run_1/clock_wires.png
Drawn at 4 px/um.
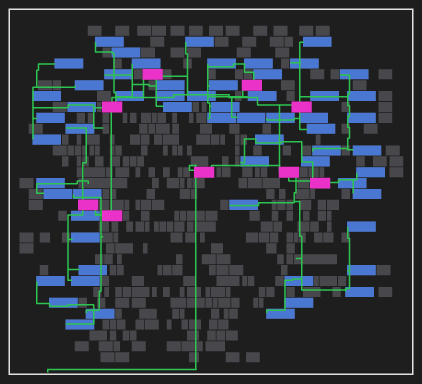
run_1/route_heat.png
Drawn at 4 px/um. The die is cut into 20 by 18 equal tiles; white is low, dark blue is high, scaled to the fullest tile. Values are wire area over tile area, all layers added.
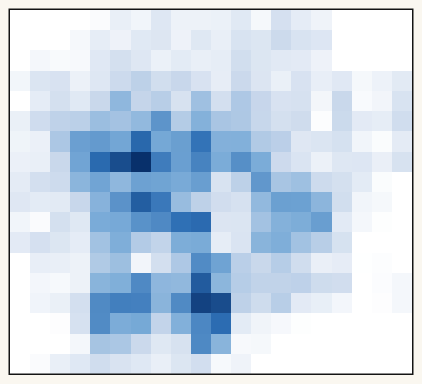
run_1/gates.png
Drawn at 4 px/um.
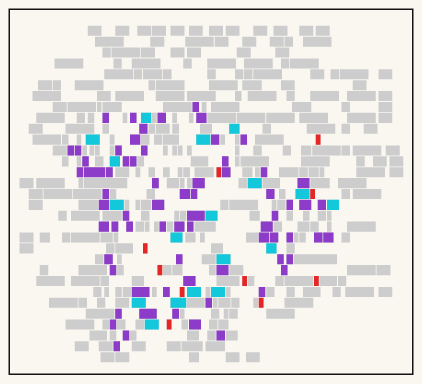
--- src/rtl/fft_ctrl.sv ---
// Sequencing controller for an in-place radix-2 DIT FFT: issues butterfly reads,
// twiddle indices and the delayed write-backs, and inserts drain bubbles between stages.
module fft_ctrl #(
   parameter int LOG2N  = 8,
   parameter int RD_LAT = 1
) (
   input  logic             clk,
   input  logic             rst_n,
   input  logic             start,
   output logic             busy,
   output logic             done,
   output logic [LOG2N-1:0] stage,
   output logic             rd_en,
   output logic [LOG2N-1:0] addr_a,
   output logic [LOG2N-1:0] addr_b,
   output logic [LOG2N-2:0] tw_addr,
   output logic             wr_en,
   output logic [LOG2N-1:0] wr_addr_a,
   output logic [LOG2N-1:0] wr_addr_b
);

   // state | meaning
   // IDLE  | waiting for start
   // RUN   | one butterfly read per cycle, j = 0..N/2-1
   // DRAIN | RD_LAT bubble cycles so the stage's writes land before the next stage reads
   // DONE  | one-cycle completion pulse
   typedef enum logic [1:0] {ST_IDLE, ST_RUN, ST_DRAIN, ST_DONE} state_t;

   localparam int JW = LOG2N - 1;
   localparam int DW = (RD_LAT > 1) ? $clog2(RD_LAT) : 1;
   localparam logic [JW-1:0]    J_LAST     = {JW{1'b1}};
   localparam logic [LOG2N-1:0] S_LAST     = LOG2N'(LOG2N - 1);
   localparam logic [DW-1:0]    DRAIN_INIT = DW'(RD_LAT - 1);

   state_t           state, state_nxt;
   logic [JW-1:0]    j, j_nxt;
   logic [LOG2N-1:0] stage_r, stage_nxt;
   logic [DW-1:0]    drain_cnt, drain_nxt;

   logic             pipe_v [RD_LAT];
   logic [LOG2N-1:0] pipe_a [RD_LAT];
   logic [LOG2N-1:0] pipe_b [RD_LAT];

   // g*2^(s+1) + k is j with its bits above position s shifted up by one
   function automatic logic [LOG2N-1:0] calc_a(input logic [JW-1:0] jj, input logic [LOG2N-1:0] ss);
      logic [LOG2N-1:0] je;
      logic [LOG2N-1:0] mask;
      je     = {1'b0, jj};
      mask   = (LOG2N'(1) << ss) - LOG2N'(1);
      calc_a = ((je & ~mask) << 1) | (je & mask);
   endfunction

   function automatic logic [JW-1:0] calc_tw(input logic [JW-1:0] jj, input logic [LOG2N-1:0] ss);
      logic [JW-1:0]    mask;
      logic [LOG2N-1:0] sh;
      mask    = (JW'(1) << ss) - JW'(1);
      sh      = S_LAST - ss;
      calc_tw = (jj & mask) << sh;
   endfunction

   always_ff @(posedge clk) begin
      if (!rst_n) state <= ST_IDLE;
      else        state <= state_nxt;
   end

   always_comb begin
      state_nxt = state;
      j_nxt     = j;
      stage_nxt = stage_r;
      drain_nxt = drain_cnt;
      case (state)
         ST_IDLE: begin
            if (start) begin
               state_nxt = ST_RUN;
               j_nxt     = '0;
               stage_nxt = '0;
            end
         end
         ST_RUN: begin
            if (j == J_LAST) begin
               state_nxt = ST_DRAIN;
               drain_nxt = DRAIN_INIT;
            end else begin
               j_nxt = j + JW'(1);
            end
         end
         ST_DRAIN: begin
            if (drain_cnt == '0) begin
               if (stage_r == S_LAST) begin
                  state_nxt = ST_DONE;
               end else begin
                  state_nxt = ST_RUN;
                  stage_nxt = stage_r + LOG2N'(1);
                  j_nxt     = '0;
               end
            end else begin
               drain_nxt = drain_cnt - DW'(1);
            end
         end
         ST_DONE: begin
            state_nxt = ST_IDLE;
            stage_nxt = '0;
         end
         default: state_nxt = ST_IDLE;
      endcase
   end

   // Outputs are registered from next-state values so they line up with the state they describe
   always_ff @(posedge clk) begin
      if (!rst_n) begin
         j         <= '0;
         stage_r   <= '0;
         drain_cnt <= '0;
         busy      <= 1'b0;
         done      <= 1'b0;
         stage     <= '0;
         rd_en     <= 1'b0;
         addr_a    <= '0;
         addr_b    <= '0;
         tw_addr   <= '0;
      end else begin
         j         <= j_nxt;
         stage_r   <= stage_nxt;
         drain_cnt <= drain_nxt;
         busy      <= (state_nxt == ST_RUN) || (state_nxt == ST_DRAIN);
         done      <= (state_nxt == ST_DONE);
         stage     <= stage_nxt;
         rd_en     <= (state_nxt == ST_RUN);
         if (state_nxt == ST_RUN) begin
            addr_a  <= calc_a(j_nxt, stage_nxt);
            addr_b  <= calc_a(j_nxt, stage_nxt) | (LOG2N'(1) << stage_nxt);
            tw_addr <= calc_tw(j_nxt, stage_nxt);
         end else begin
            addr_a  <= '0;
            addr_b  <= '0;
            tw_addr <= '0;
         end
      end
   end

   always_ff @(posedge clk) begin
      if (!rst_n) begin
         for (int i = 0; i < RD_LAT; i++) begin
            pipe_v[i] <= 1'b0;
            pipe_a[i] <= '0;
            pipe_b[i] <= '0;
         end
      end else begin
         pipe_v[0] <= rd_en;
         pipe_a[0] <= addr_a;
         pipe_b[0] <= addr_b;
         for (int i = 1; i < RD_LAT; i++) begin
            pipe_v[i] <= pipe_v[i-1];
            pipe_a[i] <= pipe_a[i-1];
            pipe_b[i] <= pipe_b[i-1];
         end
      end
   end

   assign wr_en     = pipe_v[RD_LAT-1];
   assign wr_addr_a = pipe_a[RD_LAT-1];
   assign wr_addr_b = pipe_b[RD_LAT-1];

endmodule

--- config.mk ---
export PLATFORM = sky130hd
export DESIGN_NAME = fft_ctrl
export DESIGN_NICKNAME = d
export VERILOG_FILES = /design/src/rtl/fft_ctrl.sv
export SDC_FILE = /design/constraint.sdc
export NUM_CORES = 1
export LEC_CHECK = 0
export ABC_AREA = 0
export CORE_ASPECT_RATIO = 0.9
export CORE_MARGIN = 2
export CORE_UTILIZATION = 35
export CTS_CLUSTER_DIAMETER = 30
export DETAILED_ROUTE_END_ITERATION = 7
export PLACE_DENSITY = 0.56
export SETUP_SLACK_MARGIN = 0.05
export SLEW_MARGIN = 0
export SYNTH_ARGS = -nofsm -noshare
export SYNTH_HDL_FRONTEND = slang
export SYNTH_SLANG_ARGS = --single-unit
--- constraint.sdc ---
create_clock -name clk -period 6.5 [get_ports clk]
set_input_delay 1.625 -clock clk [delete_from_list [all_inputs] [get_ports clk]]
set_output_delay 1.625 -clock clk [all_outputs]
set_load 0.01 [all_outputs]
==> changes_impl.md, run 1 <==
## Implementation

* Outcome: finished, final reports clean
* Pwr top: sequential cells
* Power in the clock group at roughly 0.00036 W
* All-layer global routing usage at between 15 and 20%
* Int Pwr at about 0.00060 W
* Per-cell routed wire length at ~16 um
* Combinational fraction of design power at 5.0%
* Psw at ~0.00018 W
* Sequential share of the synthesized area at 40.9%
* Buffers added on ports at 53
* Total of flip-flops plus latches after synthesis at about 60
* Clock network fraction of total power at 46.7%
* Crit path kind: in2reg
* Number of hold-slack violations in the final timing report at 0
* FF/Latch Area at approximately 1200 um^2
* Count of vias placed by the detailed router at between 2k and 3k
* Mean area per synthesized cell at 8.71 um^2
* Area occupied by multi-input gates at 1610 um^2
* Worst setup path startpoint: start
* Switching share of power at between 20% and 30%
* Proportion of synthesized flip-flops having asynchronous set or reset at 0%
* TritonCTS Buffers at 9
* Flip-flop and latch share of the layout cell area at 32.1%
* Nature of the critical path endpoint: flop
* Maximum number of pins on one net before global-route repair at 38
* Minimum clock period after layout at ~5300 ps
* CTS resizes at 0
* Number of instances in the placed design at 476
* Number of buffers on the longest clock path at 2
* Vias in the first global route at around 2.6k
* Number of warnings in the stage logs at 27
* Crit Reg-Reg Endpoint: tw_addr[5]$_SDFF_PP0_
* Period utilization at slightly above 80%
* Area share of buffers outside the clock network at around 15%
* Normalized max-slew margin at a little over two fifths
* Gate Count Post-Synth at about 340
* Clock tree cell share of total cell area at roughly 5.7%
* Post-route antenna net violation count at 0
* Signal buffers at about 57
* Max Transition Viols Final at 0
* Worst vdd rail ir drop at ~0.00011 V
* Layout inverter count without the clock tree at 10
* Placer congestion estimate at 0.957
* Late-Pin Clk Latency at 330 ps
* Iteration-0 DRC count of the detailed router at 171
* Flip-flop and latch power at around 0.00038 W
* H-tree levels at 3
* Post-synthesis cell type with the largest instance count: sky130_fd_sc_hd__dfxtp_1
Notes on clock_wires.png above:
blue -> flip-flops  # count 60
green -> clock wires  # length 817 um
magenta -> clock-net drivers  # count 9
routed clock nets = 10
flops lie = widely spread

Notes on route_heat.png above:
emptiest ninth of the die = south-east
fullest tile = 0.60
densest ninth of the die = centre
mean over tiles = 0.13
nearly empty tiles = 19%
tiles over half the peak = 13%

Notes on gates.png above:
red -> inv cells  # cells 10, most used inv_1
cyan -> non-inverting ao/oa cells  # cells 18
purple -> aoi and oai cells  # cells 69, most used o21ai_0

run 1: metrics by stage:
stage               worst slack, ps  hold slack, ps  utilization, %
floorplan                      2260             504               -
global placement               1130             443            43.6
finish                         1160             461            46.2
detailed placement              949             450            43.6
CTS                            1260             461            46.2
global route                    945             495            46.2
run 1: cells by family after synthesis:
kind of cell | Yosys count | synth area share (%)
xor+xnor | 1 | 0.298
simple gates | 154 | 30.6
buf+inv | 27 | 4.26
fa+ha+maj | 6 | 2.56
mux | 2 | 0.682
compound gates | 87 | 20.7
flops | 60 | 40.9
run 1: metal layers:
layer / routed length (um) / GRT usage (%) / vias up
li1: - / - / 1328
met1: 3820 / 24.6 / 1282
met2: 3470 / 26.7 / 87
met3: 388 / 4.02 / 8
met4: 106 / 6.39 / 0
met5: 0 / 0 / -
run_1/congestion_map.png
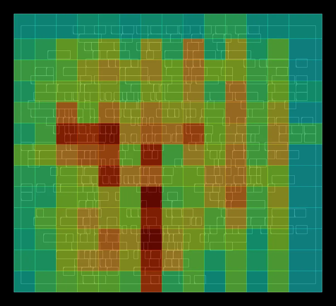

==> run 1 -> run 2 <==
--- a/config.mk
+++ b/config.mk
@@ -11,7 +11,7 @@
 export CORE_UTILIZATION = 35
 export CTS_CLUSTER_DIAMETER = 30
 export DETAILED_ROUTE_END_ITERATION = 7
-export PLACE_DENSITY = 0.56
+export PLACE_DENSITY = 0.58
 export SETUP_SLACK_MARGIN = 0.05
 export SLEW_MARGIN = 0
 export SYNTH_ARGS = -nofsm -noshare
==> constraint.sdc (replaced) <==
create_clock -name clk -period 4.3 [get_ports clk]
set_input_delay 1.075 -clock clk [delete_from_list [all_inputs] [get_ports clk]]
set_output_delay 1.075 -clock clk [all_outputs]
set_load 0.01 [all_outputs]
run_2/congestion_map.png
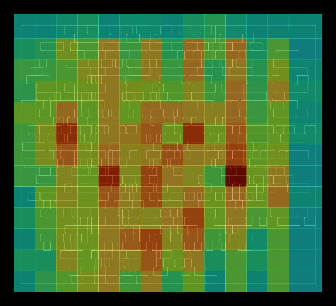
all-layer global routing usage: 19.1%
per-cell routed wire length: 16.2 um

==> run 2 against run 1 <==
  * Sequential cell count did not move
  * Clock skew shrank 2.9 ps
  * Highest routed layer unchanged
  * Critical endpoint is now tw_addr[3]$_SDFF_PP0_
  * Global-route usage grew 1.4 points
  * Area after synthesis unchanged
  * Die size did not move
==> changes_impl.md, run 2 <==
## Implementation

* Outcome: finished, final reports clean
* Flip-flop and latch share of the layout cell area at 31.3% (-0.77 points)
* Met1 routing resource usage after global routing at 27.3% (+2.6 points)
* Post-route worst hold slack at 458 ps (-3.62 ps)
* Layout inverter count without the clock tree at 10 (unchanged)
* H-tree levels at 3 (unchanged)
* Mean area per synthesized cell at 8.71 um^2 (unchanged)
* Worst setup path startpoint: start
* Worst vdd rail ir drop at 0.000189 V (+69%)
* Number of buffers on the longest clock path at 2 (unchanged)
* Clock network fraction of total power at 44.6% (-2.1 points)
* FF/Latch Area at 1200 um^2 (unchanged)
* Total of flip-flops plus latches after synthesis at 60 (unchanged)
* Combinational fraction of design power at 5.7% (+0.7 points)
* Period utilization at 90.6%
* Nature of the critical path endpoint: flop
* CTS resizes at 0 (unchanged)
* Setup slack after placement at 74.6 ps (-874 ps)
* Number of instances in the placed design at 490 (+2.9%)
* Count of vias placed by the detailed router at 2739 (+1.3%)
* Iteration-0 DRC count of the detailed router at 206 (+20%)
* Met3 track utilization from global routing at 4.02% (unchanged)
* Vias in the first global route at 2622 (+0.96%)
* Pwr top: sequential cells
* Area occupied by multi-input gates at 1610 um^2 (unchanged)
* Signal buffers at 71 (+25%)
* Power in the clock group at 0.000509 W (+40%)
* Max Transition Viols Final at 0 (unchanged)
* Area share of buffers outside the clock network at 17.3% (+2.4 points)
* Slack of the critical path at 403 ps (-756 ps)
* Routing layer with the top usage in global route: met2
* Placer congestion estimate at 0.947 (-1.1%)
* Gate Count Post-Synth at 337 (unchanged)
* Clock tree cell share of total cell area at 5.28% (-0.46 points)
* Maximum number of pins on one net before global-route repair at 37 (-2.6%)
* Crit Reg-Reg Endpoint: tw_addr[6]$_SDFF_PP0_
* Buffers added on ports at 53 (unchanged)
* Number of hold-slack violations in the final timing report at 0 (unchanged)
-- run 2: cell count changes in the layout (fill, tap and decap cells not counted), sizes merged --
cell	delta
bufinv	-1
clkbuf	+3
buf	+14
clkinv	-2
-- run 2: routing by layer --
metal  vias to the layer above  part of all wire (%)
met4                         0                   1.0
met3                         6                   5.7
met2                        74                    45
met5                         -                     0
met1                      1299                    48
li1                       1360                     -
-- run 2: logic make-up (layout without fill, tap and decap cells) --
kind of cell | Yosys count | after routing | synth area share [%]
and+or+nand+nor | 154 | 154 | 30.6
AOI/OAI and AO/OA | 87 | 87 | 20.7
DFF | 60 | 60 | 40.9
buffers and inverters | 27 | 97 | 4.26
adders and majority gates | 6 | 6 | 2.56
muxes | 2 | 2 | 0.682
xor gates and xnor gates | 1 | 1 | 0.298
Power figures rest on the tool's default switching activity, not on a simulated workload.
